**src/rtl/periph_bus_ctrl_pkg.sv**
```systemverilog
// Shared types and constants for the peripheral bus controller.
package periph_bus_pkg;

    // Controller sequencing states.
    typedef enum logic [1:0] {
        IDLE   = 2'd0,
        ACCESS = 2'd1,
        RESP   = 2'd2
    } state_e;

    // Direction of the latched access.
    typedef enum logic {
        WR = 1'b0,
        RD = 1'b1
    } access_e;

    // Slots 0,2,3,4,5,6 are populated on the reference board.
    localparam logic [7:0] DEFAULT_VALID_MASK = 8'b0111_1101;

    // Slot assignment of the board peripherals.
    localparam int ADC_CTRL  = 0;
    localparam int TECLADO   = 2;
    localparam int SIETE_SEG = 3;
    localparam int LEDS      = 4;
    localparam int SWITCHES  = 5;
    localparam int TIMER     = 6;

endpackage

```
**src/rtl/periph_bus_ctrl_if.sv**
```systemverilog
// Processor-side request/response and peripheral-side strobe/ready signals.
// The master view belongs to the controller, the slave view to the
// processor plus peripherals that surround it.
interface periph_bus_ctrl_if #(
    parameter int N_SLAVES = 8,
    parameter int DATA_W   = 32
);
    localparam int SEL_W = $clog2(N_SLAVES);

    logic [SEL_W-1:0]           proc_sel;
    logic                       proc_we;
    logic                       proc_re;
    logic [DATA_W-1:0]          proc_wdata;
    logic [DATA_W-1:0]          proc_rdata;
    logic                       proc_ready;
    logic                       proc_err;

    logic [N_SLAVES-1:0]        slv_we;
    logic [N_SLAVES-1:0]        slv_re;
    logic [DATA_W-1:0]          slv_wdata;
    logic [N_SLAVES*DATA_W-1:0] slv_rdata;
    logic [N_SLAVES-1:0]        slv_ready;

    modport master (
        input  proc_sel, proc_we, proc_re, proc_wdata, slv_rdata, slv_ready,
        output proc_rdata, proc_ready, proc_err, slv_we, slv_re, slv_wdata
    );

    modport slave (
        output proc_sel, proc_we, proc_re, proc_wdata, slv_rdata, slv_ready,
        input  proc_rdata, proc_ready, proc_err, slv_we, slv_re, slv_wdata
    );
endinterface

```
**src/rtl/periph_bus_ctrl_timeout_ctr.sv**
```systemverilog
// Counts ACCESS cycles; expired flags the cycle that completes TIMEOUT
// cycles of waiting, so the strobe is high for exactly TIMEOUT cycles.
module bus_timeout_ctr #(
    parameter int TIMEOUT = 15
) (
    input  logic clk,
    input  logic rst_n,
    input  logic clr,
    input  logic inc,
    output logic expired
);
    localparam int CNT_W = $clog2(TIMEOUT + 1);

    logic [CNT_W-1:0] cnt_q;

    // Cleared on entry to ACCESS, then counts each ACCESS cycle (saturating).
    always_ff @(posedge clk or negedge rst_n) begin
        if (!rst_n) begin
            cnt_q <= '0;
        end else if (clr) begin
            cnt_q <= '0;
        end else if (inc && (cnt_q != CNT_W'(TIMEOUT))) begin
            cnt_q <= cnt_q + CNT_W'(1);
        end
    end

    assign expired = inc && (cnt_q == CNT_W'(TIMEOUT - 1));
endmodule

```
**src/rtl/periph_bus_ctrl.sv**
```systemverilog
// Peripheral bus controller: decodes the slot, drives a registered one-hot
// strobe, waits for that slot's ready (bounded by TIMEOUT) and returns a
// one-cycle ready/err response to the processor.
module periph_bus_ctrl
    import periph_bus_pkg::*;
#(
    parameter int                  N_SLAVES   = 8,
    parameter int                  DATA_W     = 32,
    parameter int                  TIMEOUT    = 15,
    parameter logic [N_SLAVES-1:0] VALID_MASK = N_SLAVES'(DEFAULT_VALID_MASK),
    localparam int                 SEL_W      = $clog2(N_SLAVES)
) (
    input  logic                clk,
    input  logic                rst_n,
    periph_bus_ctrl_if.master   bus,
    output logic                busy,
    output logic [SEL_W-1:0]    err_sel
);
    state_e              state_q, state_d;
    access_e             dir_q, dir_d;
    logic [SEL_W-1:0]    sel_q, sel_d;
    logic [DATA_W-1:0]   wdata_q, wdata_d;
    logic [DATA_W-1:0]   rdata_q, rdata_d;
    logic                err_q, err_d;
    logic [SEL_W-1:0]    err_sel_q, err_sel_d;

    logic                ctr_clr;
    logic                expired;
    logic                mapped;
    logic [N_SLAVES-1:0] sel_onehot;
    logic [DATA_W-1:0]   rd_word;

    assign mapped     = (int'(bus.proc_sel) < N_SLAVES) && VALID_MASK[bus.proc_sel];
    assign sel_onehot = N_SLAVES'(1) << sel_q;
    assign rd_word    = bus.slv_rdata[int'(sel_q)*DATA_W +: DATA_W];

    bus_timeout_ctr #(.TIMEOUT(TIMEOUT)) u_timeout (
        .clk     (clk),
        .rst_n   (rst_n),
        .clr     (ctr_clr),
        .inc     (state_q == ACCESS),
        .expired (expired)
    );

    // State and latched access/response registers.
    always_ff @(posedge clk or negedge rst_n) begin
        if (!rst_n) begin
            state_q   <= IDLE;
            dir_q     <= WR;
            sel_q     <= '0;
            wdata_q   <= '0;
            rdata_q   <= '0;
            err_q     <= 1'b0;
            err_sel_q <= '0;
        end else begin
            // NOTE: non-blocking so every register samples pre-edge values.
            state_q   <= state_d;
            dir_q     <= dir_d;
            sel_q     <= sel_d;
            wdata_q   <= wdata_d;
            rdata_q   <= rdata_d;
            err_q     <= err_d;
            err_sel_q <= err_sel_d;
        end
    end

    // Next-state decode: accept/reject in IDLE, ready/timeout in ACCESS.
    always_comb begin
        // NOTE: hold-value defaults first so no path leaves a latch behind.
        state_d   = state_q;
        dir_d     = dir_q;
        sel_d     = sel_q;
        wdata_d   = wdata_q;
        rdata_d   = rdata_q;
        err_d     = err_q;
        err_sel_d = err_sel_q;
        ctr_clr   = 1'b0;
        unique case (state_q)
            IDLE: begin
                if (bus.proc_we || bus.proc_re) begin
                    if ((bus.proc_we && bus.proc_re) || !mapped) begin
                        state_d   = RESP;
                        err_d     = 1'b1;
                        rdata_d   = '0;
                        err_sel_d = bus.proc_sel;
                    end else begin
                        state_d = ACCESS;
                        sel_d   = bus.proc_sel;
                        dir_d   = bus.proc_we ? WR : RD;
                        wdata_d = bus.proc_wdata;
                        ctr_clr = 1'b1;
                    end
                end
            end
            ACCESS: begin
                // Ready takes priority over a coincident timeout.
                if (bus.slv_ready[sel_q]) begin
                    state_d = RESP;
                    err_d   = 1'b0;
                    rdata_d = (dir_q == RD) ? rd_word : '0;
                end else if (expired) begin
                    state_d   = RESP;
                    err_d     = 1'b1;
                    rdata_d   = '0;
                    err_sel_d = sel_q;
                end
            end
            RESP: begin
                state_d = IDLE;
                rdata_d = '0;
                err_d   = 1'b0;
            end
            default: state_d = IDLE;
        endcase
    end

    // Outputs come only from registers: no path from proc_* to slv_*.
    assign bus.slv_we     = (state_q == ACCESS && dir_q == WR) ? sel_onehot : '0;
    assign bus.slv_re     = (state_q == ACCESS && dir_q == RD) ? sel_onehot : '0;
    assign bus.slv_wdata  = wdata_q;
    assign bus.proc_ready = (state_q == RESP);
    assign bus.proc_rdata = rdata_q;
    assign bus.proc_err   = err_q;
    assign busy           = (state_q != IDLE);
    assign err_sel        = err_sel_q;
endmodule
```
**src/flat_wrapper.sv**
```systemverilog
// flat-port wrapper written by rule: the top's interface ports become plain ports
module periph_bus_ctrl_flat import periph_bus_pkg::*;
#(
    parameter int                  N_SLAVES   = 8,
    parameter int                  DATA_W     = 32,
    parameter int                  TIMEOUT    = 15,
    parameter logic [N_SLAVES-1:0] VALID_MASK = N_SLAVES'(DEFAULT_VALID_MASK),
    localparam int                 SEL_W      = $clog2(N_SLAVES)
)
  (clk, rst_n, busy, err_sel, bus_proc_sel, bus_proc_we, bus_proc_re, bus_proc_wdata, bus_slv_rdata, bus_slv_ready, bus_proc_rdata, bus_proc_ready, bus_proc_err, bus_slv_we, bus_slv_re, bus_slv_wdata);
  periph_bus_ctrl_if #(.N_SLAVES(N_SLAVES), .DATA_W(DATA_W)) bus_i ();
  input  logic clk;
  input  logic rst_n;
  output logic busy;
  output logic [SEL_W-1:0] err_sel;
  input wire logic [$bits(bus_i.proc_sel)-1:0] bus_proc_sel;
  input wire logic [$bits(bus_i.proc_we)-1:0] bus_proc_we;
  input wire logic [$bits(bus_i.proc_re)-1:0] bus_proc_re;
  input wire logic [$bits(bus_i.proc_wdata)-1:0] bus_proc_wdata;
  input wire logic [$bits(bus_i.slv_rdata)-1:0] bus_slv_rdata;
  input wire logic [$bits(bus_i.slv_ready)-1:0] bus_slv_ready;
  output wire logic [$bits(bus_i.proc_rdata)-1:0] bus_proc_rdata;
  output wire logic [$bits(bus_i.proc_ready)-1:0] bus_proc_ready;
  output wire logic [$bits(bus_i.proc_err)-1:0] bus_proc_err;
  output wire logic [$bits(bus_i.slv_we)-1:0] bus_slv_we;
  output wire logic [$bits(bus_i.slv_re)-1:0] bus_slv_re;
  output wire logic [$bits(bus_i.slv_wdata)-1:0] bus_slv_wdata;
  assign bus_i.proc_sel = bus_proc_sel;
  assign bus_i.proc_we = bus_proc_we;
  assign bus_i.proc_re = bus_proc_re;
  assign bus_i.proc_wdata = bus_proc_wdata;
  assign bus_i.slv_rdata = bus_slv_rdata;
  assign bus_i.slv_ready = bus_slv_ready;
  assign bus_proc_rdata = bus_i.proc_rdata;
  assign bus_proc_ready = bus_i.proc_ready;
  assign bus_proc_err = bus_i.proc_err;
  assign bus_slv_we = bus_i.slv_we;
  assign bus_slv_re = bus_i.slv_re;
  assign bus_slv_wdata = bus_i.slv_wdata;
  periph_bus_ctrl #(.N_SLAVES(N_SLAVES), .DATA_W(DATA_W), .TIMEOUT(TIMEOUT), .VALID_MASK(VALID_MASK)) u_core (.clk(clk), .rst_n(rst_n), .bus(bus_i), .busy(busy), .err_sel(err_sel));
endmodule
```
**config.mk**
```make
export PLATFORM = sky130hd
export DESIGN_NAME = periph_bus_ctrl_flat
export DESIGN_NICKNAME = d
export VERILOG_FILES = /design/src/rtl/periph_bus_ctrl_pkg.sv /design/src/rtl/periph_bus_ctrl_if.sv /design/src/rtl/periph_bus_ctrl_timeout_ctr.sv /design/src/rtl/periph_bus_ctrl.sv /design/src/flat_wrapper.sv
export SDC_FILE = /design/constraint.sdc
export NUM_CORES = 1
export LEC_CHECK = 0
export ABC_CLOCK_PERIOD_IN_PS = 2900
export CAP_MARGIN = 20
export CORE_ASPECT_RATIO = 1.4
export CORE_MARGIN = 5
export CORE_UTILIZATION = 25
export CTS_CLUSTER_DIAMETER = 50
export CTS_CLUSTER_SIZE = 25
export DETAILED_ROUTE_END_ITERATION = 8
export PLACE_DENSITY = 0.63
export RECOVER_POWER = 100
export SYNTH_ARGS = -nofsm -noshare
export SYNTH_HDL_FRONTEND = slang
export SYNTH_HIERARCHICAL = 1
export SYNTH_SLANG_ARGS = --single-unit
```
**constraint.sdc**
```tcl
create_clock -name clk -period 2.9 [get_ports clk]
set_clock_uncertainty 0.2 [all_clocks]
set_input_delay 0.435 -clock clk [delete_from_list [all_inputs] [get_ports clk]]
set_output_delay 0.435 -clock clk [all_outputs]
set_load 0.005 [all_outputs]
```
**Sequential cells grouped by signal name**

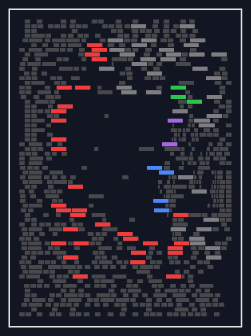
u_core/err_sel -> green  # flops 3
u_core/bus.proc_rdata -> red  # flops 32
u_core/u_timeout/cnt_q -> blue  # flops 4
u_core/state_q -> purple  # flops 2
Final Util: 45.79%
Sequential Area: 1954 µm²
Seq area share: 20.28%
sequential power: 1.99 mW

**The clock network**

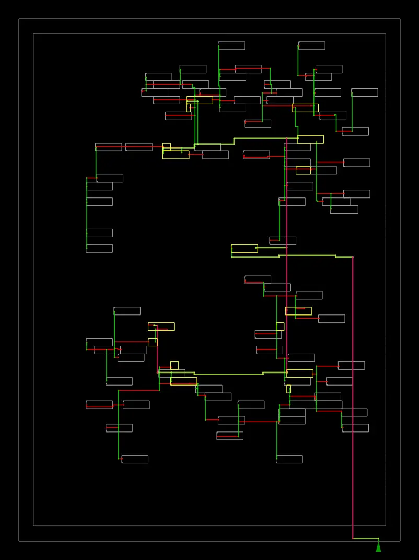
clk sink count: 78
clk_buf instances: 12

==> results.sh <==
# physical design summary
export IMPL_nNonClkInverters=4
export IMPL_grt_util_all_layers_pct=18.31
export IMPL_relSlewSlack_pct=22.29
export IMPL_period_used_pct=95.57
export IMPL_placed_cells=990
export IMPL_r2r_start="u_core/sel_q[0]"
export IMPL_clock_tree_area_fraction_pct=2.882
export IMPL_p_clk_mw=1.06
export IMPL_fillers=1969
export IMPL_cts_made_buffers=9
export IMPL_synth_cellmix_compoundShare_pct=10.77
export IMPL_r2r_cells=6
export IMPL_pg_comb_mw=4.53
export IMPL_top_area_cell="dfrtp_1"
export IMPL_ioPinCount=389
export IMPL_vias_per_cell=4.895
export IMPL_final_area_um2=9637
export IMPL_routedWlPerCell_um=22.25
export IMPL_buffer_area_share_pct=41.42
export IMPL_diodes=2
export IMPL_hold_buffers=1
export IMPL_adder_share_pct=0.6862
export IMPL_wl_met1_mm=7.953
export IMPL_swShare_pct=35.93
export IMPL_ctsResizeCount=0
export IMPL_intPower_mw=4.858
export IMPL_tightestPinTransition_ps=1166
export IMPL_grt_busiest_layer="met2"
export IMPL_htree_levels=3
export IMPL_layout_non_clock_buffers=402
export IMPL_antenna_left=0
export IMPL_finalSetupViolations=0
export IMPL_cp_max_fo=6
export IMPL_ys_sh_simple_pct=5.253
export IMPL_warnings=27
export IMPL_met2RoutedLength_mm=12.05
export IMPL_layout_top_cell="clkdlybuf4s50_1"
export IMPL_comb_share_pct=31.84
export IMPL_synth_distinct_cells=47
export IMPL_drc=0
export IMPL_final_cells=1009
export IMPL_synth_async_reset_ratio_pct=100.0
export IMPL_reg2reg_slack_ps=240
export IMPL_outcome="completed"
export IMPL_synth_seq_area_share_pct=36.91
export IMPL_core_um2=21050
export IMPL_clock_latency_ps=340
export IMPL_cts_setup_buffers=0
export IMPL_wl_met3_mm=1.810
export IMPL_comb_cells=247
export IMPL_ys_sh_xor_pct=0.3313
export IMPL_p_total_mw=7.582
export IMPL_gr_total_overflow=0
export IMPL_endpoint_kind="output pin"
export IMPL_path_buffers=2
export IMPL_cp_slowest_cell="clkdlybuf4s50_1"
export IMPL_path_cells="nand2b_1 > inv_1 > nand2_1 > or2_2 > nor2_1 > clkdlybuf4s50_1"
export IMPL_top_area_share_pct=36.91
export IMPL_grt_pass1_wl_mm=33.75
export IMPL_nets=1047
export IMPL_fp_nets=665
export IMPL_num_vias=4939
export IMPL_final_cell_mix="clkdlybuf4s50_1 (310), dlygate4sd3_1 (78), dfrtp_1 (76)"
export IMPL_grt_max_degree=46
export IMPL_antenna_found_initial=2
export IMPL_synth_area_um2=5288
export IMPL_hold_viol=0
export IMPL_switching_power_mw=2.724
export IMPL_synth_edff_count=0
export IMPL_syn_area_per_cell_um2=14.69
export IMPL_synthTopLogicFamily="multiplexers"
export IMPL_drt_wl_total_mm=22.45
export IMPL_cp_depth=6
**A small window of the routed layout**

Region (8, 112) to (58, 162) µm. Cells in grey, sequential cells in the stronger grey; small squares are vias.
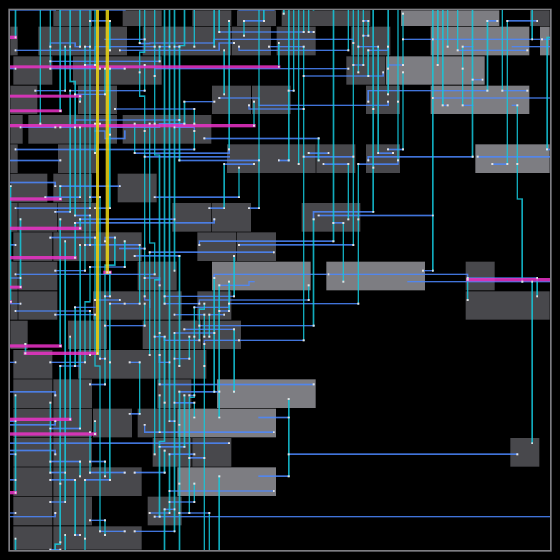
M3 -> magenta
M1 -> blue
M4 -> yellow
M2 -> cyan
sequential cells in the window = 10
netlist names of flops here include = u_core/bus.proc_rdata (9), u_core/bus.slv_wdata (1)
most frequent = clkdlybuf4s50_1 (35), mux4_2 (12), dfrtp_1 (10)
cells with their middle in the window = 78

Power figures rest on the tool's default switching activity, not on a simulated workload.
